[config.mk]
export PLATFORM = sky130hd
export DESIGN_NAME = fifo_sync_param
export DESIGN_NICKNAME = d
export VERILOG_FILES = /design/src/rtl/fifo_pkg.sv /design/src/rtl/fifo_ram.sv /design/src/rtl/fifo_sync_param.sv
export SDC_FILE = /design/constraint.sdc
export NUM_CORES = 1
export LEC_CHECK = 0
export ABC_AREA = 0
export CAP_MARGIN = 10
export CORE_ASPECT_RATIO = 0.5
export CORE_MARGIN = 2
export CORE_UTILIZATION = 60
export DETAILED_ROUTE_END_ITERATION = 7
export DONT_BUFFER_PORTS = 1
export PLACE_DENSITY = 0.8
export SLEW_MARGIN = 40
export SYNTH_ARGS = -nofsm -noshare
export SYNTH_HDL_FRONTEND = slang
export SYNTH_SLANG_ARGS = --single-unit
[constraint.sdc]
create_clock -name clk -period 15.6 [get_ports clk]
set_input_delay 3.12 -clock clk [delete_from_list [all_inputs] [get_ports clk]]
set_output_delay 3.12 -clock clk [all_outputs]
set_load 0.01 [all_outputs]
[src/rtl/fifo_pkg.sv]
// Shared types and helpers for the parametrised synchronous FIFO.
// Holds the read-mode enum, the pointer wrap rule and the count-width helper.
package fifo_pkg;

    typedef enum logic {
        FIFO_STD,
        FIFO_FWFT
    } fifo_mode_e;

    // Depth need not be a power of two, so the wrap is an explicit compare.
    function automatic int unsigned ptr_inc(input int unsigned ptr, input int unsigned depth);
        return (ptr == depth - 1) ? 32'd0 : ptr + 32'd1;
    endfunction

    // Occupancy must be able to represent DEPTH itself, hence DEPTH+1 states.
    function automatic int count_w(input int depth);
        return $clog2(depth + 1);
    endfunction

endpackage

[src/rtl/fifo_ram.sv]
// FIFO storage: one synchronous write port, one asynchronous read port; no reset.
// Zero-cycle read latency; no backpressure (the owner decides when to write).
module fifo_ram #(
    parameter int DATA_WIDTH = 128,
    parameter int DEPTH      = 8,
    parameter int AW         = $clog2(DEPTH)
) (
    input  logic                  clk,
    input  logic                  we,
    input  logic [AW-1:0]         waddr,
    input  logic [DATA_WIDTH-1:0] wdata,
    input  logic [AW-1:0]         raddr,
    output logic [DATA_WIDTH-1:0] rdata
);

    logic [DATA_WIDTH-1:0] mem [DEPTH];

    always_ff @(posedge clk) begin
        if (we) begin
            mem[waddr] <= wdata;
        end
    end

    assign rdata = mem[raddr];

endmodule

[src/rtl/fifo_sync_param.sv]
// Parametrised single-clock FIFO with count, almost-flags, sticky errors and flush.
// STD: q one cycle after rd; FWFT: head word on q. Writes while full drop unless a read pops.
module fifo_sync_param
    import fifo_pkg::*;
#(
    parameter int         DATA_WIDTH  = 128,
    parameter int         DEPTH       = 8,
    parameter int         ALMOST_MTY  = 1,
    parameter int         ALMOST_FULL = 1,
    parameter fifo_mode_e MODE        = FIFO_STD
) (
    input  logic                         clk,
    input  logic                         srst_n,
    input  logic                         wr,
    input  logic [DATA_WIDTH-1:0]        data,
    input  logic                         rd,
    input  logic                         flush,
    output logic [DATA_WIDTH-1:0]        q,
    output logic                         q_valid,
    output logic                         full,
    output logic                         almost_full,
    output logic                         mty,
    output logic                         almost_mty,
    output logic [count_w(DEPTH)-1:0]    count,
    output logic                         overflow,
    output logic                         underflow
);

    localparam int PW = $clog2(DEPTH);
    localparam int CW = count_w(DEPTH);

    if (DEPTH < 2) begin : g_chk_depth
        $error("fifo_sync_param: DEPTH must be >= 2");
    end
    if (ALMOST_MTY >= DEPTH) begin : g_chk_amty
        $error("fifo_sync_param: ALMOST_MTY must be < DEPTH");
    end
    if (ALMOST_FULL >= DEPTH) begin : g_chk_afull
        $error("fifo_sync_param: ALMOST_FULL must be < DEPTH");
    end

    logic [PW-1:0]         wr_ptr;
    logic [PW-1:0]         rd_ptr;
    logic [CW-1:0]         count_next;
    logic [DATA_WIDTH-1:0] rdata;
    logic                  rd_acc;
    logic                  wr_acc;

    assign rd_acc = rd & ~mty;
    assign wr_acc = wr & (~full | rd_acc);

    always_comb begin
        count_next = count;
        if (flush) begin
            count_next = '0;
        end else begin
            count_next = count + CW'(wr_acc) - CW'(rd_acc);
        end
    end

    // Flags come from count_next so they are exact the cycle after any update.
    always_ff @(posedge clk) begin
        if (!srst_n) begin
            wr_ptr      <= '0;
            rd_ptr      <= '0;
            count       <= '0;
            mty         <= 1'b1;
            almost_mty  <= 1'b1;
            full        <= 1'b0;
            almost_full <= 1'b0;
            overflow    <= 1'b0;
            underflow   <= 1'b0;
        end else begin
            count       <= count_next;
            mty         <= (count_next == '0);
            almost_mty  <= (count_next <= CW'(ALMOST_MTY));
            full        <= (count_next == CW'(DEPTH));
            almost_full <= (count_next >= CW'(DEPTH - ALMOST_FULL));
            if (flush) begin
                wr_ptr    <= '0;
                rd_ptr    <= '0;
                overflow  <= 1'b0;
                underflow <= 1'b0;
            end else begin
                if (wr_acc) wr_ptr <= PW'(ptr_inc(32'(wr_ptr), DEPTH));
                if (rd_acc) rd_ptr <= PW'(ptr_inc(32'(rd_ptr), DEPTH));
                if (wr && !wr_acc) overflow  <= 1'b1;
                if (rd && mty)     underflow <= 1'b1;
            end
        end
    end

    fifo_ram #(
        .DATA_WIDTH (DATA_WIDTH),
        .DEPTH      (DEPTH),
        .AW         (PW)
    ) u_ram (
        .clk   (clk),
        .we    (wr_acc & srst_n & ~flush),
        .waddr (wr_ptr),
        .wdata (data),
        .raddr (rd_ptr),
        .rdata (rdata)
    );

    if (MODE == FIFO_STD) begin : g_std
        always_ff @(posedge clk) begin
            if (!srst_n) begin
                q       <= '0;
                q_valid <= 1'b0;
            end else if (flush) begin
                q_valid <= 1'b0;
            end else begin
                q_valid <= rd_acc;
                if (rd_acc) q <= rdata;
            end
        end
    end else begin : g_fwft
        assign q       = rdata;
        assign q_valid = ~mty;
    end

endmodule

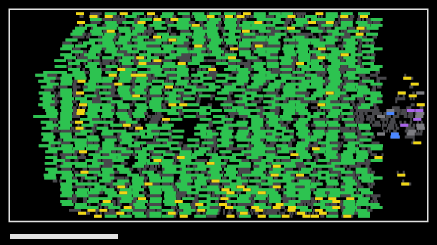
*Sequential cells coloured by netlist name*
Bar = 100 um. Other sequential cells in the stronger grey, the rest of the logic in the fainter grey.
legend:
  yellow:
    netlist_name: q
    flops: 128
    where: all over the die
  purple:
    netlist_name: count
    flops: 4
    where: middle right
  blue:
    netlist_name: rd_ptr
    flops: 3
  green:
    netlist_name: u_ram.mem
    flops: 1,024
    where: all over the die
not coloured: 10

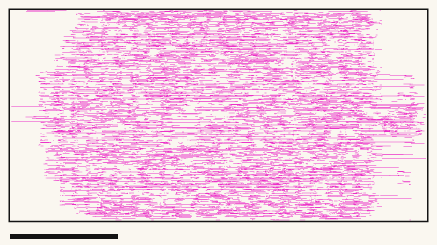
*Metal 1*
Bar = 100 um.
main direction: horizontal
longest straight run: 67.2 um
wire length on this layer: 37.3 mm
nets with wire on the layer: 2,496
share of all routed wire: 41%

==> results_dict.tcl <==
# flow metrics
set metrics [dict create \
    syn_avg_cell_area_um2 18.1 \
    antenna_left 0 \
    clockBufferDepth 3 \
    ctsResizeCount 0 \
    ys_cells 2428 \
    path_cells "nand2b_1 -> a21boi_2 -> nand3_1 -> nor2_4 -> buf_6 -> buf_4" \
    finalWorstPathRequiredPeriod_ns 5.29 \
    use_met3_pct 4.20 \
    dpl_worst_slack_ns 9.50 \
    ys_top_logic_family "multiplexers" \
    taps 972 \
    pg_comb_uw 123 \
    top_register "u_ram.mem" \
    wl_met3_um 6380 \
    r2r_end "q[38]" \
    wl_met2_um 45800 \
    synth_flop_count 1169 \
    power_leakage_nw 15.0 \
    warning_count 29 \
    grt_start_max_net_pins 132 \
    maxSlewHeadroom_pct 41.8 \
    synthDistinctLibCells 36 \
    layout_setup_ws_ns 10.31 \
    synth.largest_area_cell "edfxtp_1" \
    diodes 0 \
    drt_first_pass_iters 6 \
    clkTransAtPathRegs_ns 0.07 \
    most_common_cell "edfxtp_1" \
    tightest_slew_ns 0.873 \
    use_met1_pct 33.0 \
    cp.depth 6 \
    yosysTopAreaCellShare_pct 70.1 \
    area_growth_pct 9.71 \
    io_buffer_count 0 \
    place_congestion 0.742 \
    post_drt_wl_per_cell_um 26.6 \
    min_to "wr_ptr[2]" \
    yosys.area_share.aoi_pct 7.87 \
    stdcell_count 3462 \
    place_inst 3280 \
    finalSetupViolCount 0 \
    power.internal_mw 4.90 \
    dp_hpwl_um 47300 \
    grt_pass1_wl_um 137000 \
    num-fill-cells 4550 \
    drc_errors 0 \
    fin_setup_tns_ns 0 \
    synth.net_count 2570 \
    maxCapViolCount 0 \
    design_area_um2 48100 \
    cts_buffers 96 \
    vias_per_cell 6.39 \
    grt_usage_pct 24.1 \
    final_core_util_pct 66.2 \
    synth_warnings 0 \
    top_cells_by_count "edfxtp_1, mux2_2, mux2i_1, dfxtp_1, a21oi_1" \
    synthSimpleGateAreaFrac_pct 0.477 \
    top_power_group "registers" \
    ys_chip_area_um2 43800 \
    worstHoldPathCells 2 \
    crit_path_start "rd" \
    comb_area_share_pct 19.4 \
    postCtsSetupBuffers 0 \
    hold_violations 0 \
    arrival_ns 5.59 \
    cp.required_ns 15.89 \
    fp_util_pct 60.3 \
    rsz0062_at_grt "no" \
    num_io_pins 272 \
    reg2reg_slack_ns 11.43 \
    top_regs "u_ram.mem: 1024 flops, q: 128 flops, count: 4 flops" \
    ys_async_sr_fraction_pct 0 \
    ys_seq_share_pct 76.8 \
    hold_start "wr_ptr[2]" \
    htreeDepth 3 \
    fp.dieH_um 195 \
    cts-hold-fix-buffers 0 \
    comb_area_um2 9340 \
    top_layer_used "met4" \
    synthCells 2428 \
    cpLargestDelayFamily "buffers and inverters" \
    ys_sh_adder_pct 0.274 \
    nNonClkInverters 7 \
    seq_area_share_pct 70.0 \
    vias 22131 \
    cp_max_fo 55 \
    regArea_um2 33700 \
    lay_top_count "edfxtp_1" \
    hold_path.class "flip-flop to flip-flop" \
    antenna_found_initial 1 \
    syn-cell-area_um2 43800 \
    grt-busiest-layer "met2" \
    worstSetupPathType "input pin to flip-flop" \
    clk_latency_ns 0.67 \
    edf_count 1024 \
    n_all_buffers 40 \
    cp-end-kind "flip-flop" \
    dpl_cell_area_um2 44800 \
    power_frac_seq_pct 56.9 \
    die.size.x_um 386 \
    comb_cells 1094 \
    wl_um 92000 \
    rows 70 \
    slew_viol_final 0 \
    met1_length_um 37300 \
    largest_reg_flops 1024 \
    bufAreaShareNonClock_pct 1.18 \
    period_used_pct 33.9 \
    worst_hold_slack_ns 0.505 \
    layout_top_cells "edfxtp_1, mux2_2, mux2i_1, dfxtp_1, a21oi_1" \
    synth-main-ff-cell "edfxtp_1" \
    use_met2_pct 40.1 \
    cts_tree "built" \
    drt_iter0_markers 2391 \
    run_status "completed" \
    slowest_stage "buf_4" \
    crit_end "u_ram.mem[5][79]" \
    largestClassByArea "flip-flops and latches" \
    crit_buf_inv 2 \
    reg2reg_from "rd_ptr[0]" \
    p_comb_share_pct 2.0 \
]
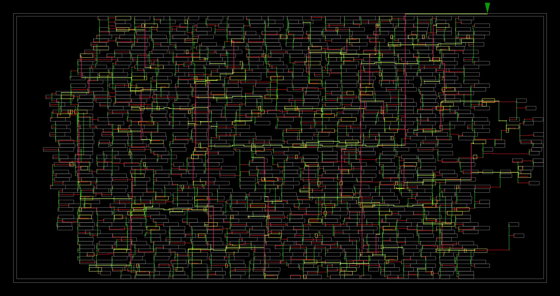
*Clock wiring as the flow saved it*
Seq cells: 1,169
clkbuf count: 128
skew final: 0.0189 ns
CTS sink count: 1,169

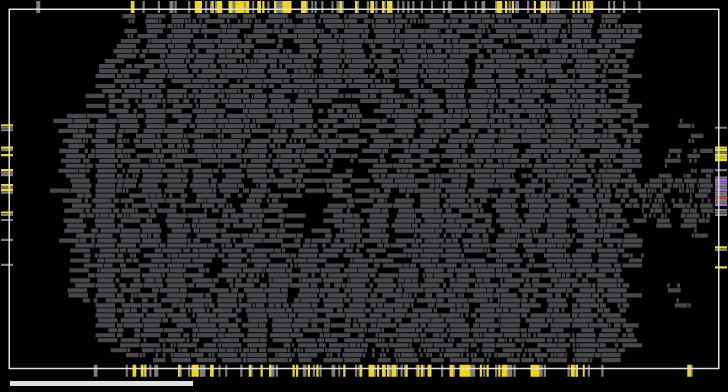
*Pin placement*
Bar = 100 um. Pins as bars across the die edge, other pins in grey.
legend:
  red:
    port: underflow
    pins: 1
    direction: output
    edge: right
  yellow:
    port: q
    pins: 128
    direction: output
    edge: 59 bottom, 55 top, 7 right, 7 left
  purple:
    port: count
    pins: 4
    direction: output
    edge: right
all pins by edge: 114 top, 114 bottom, 26 right, 18 left

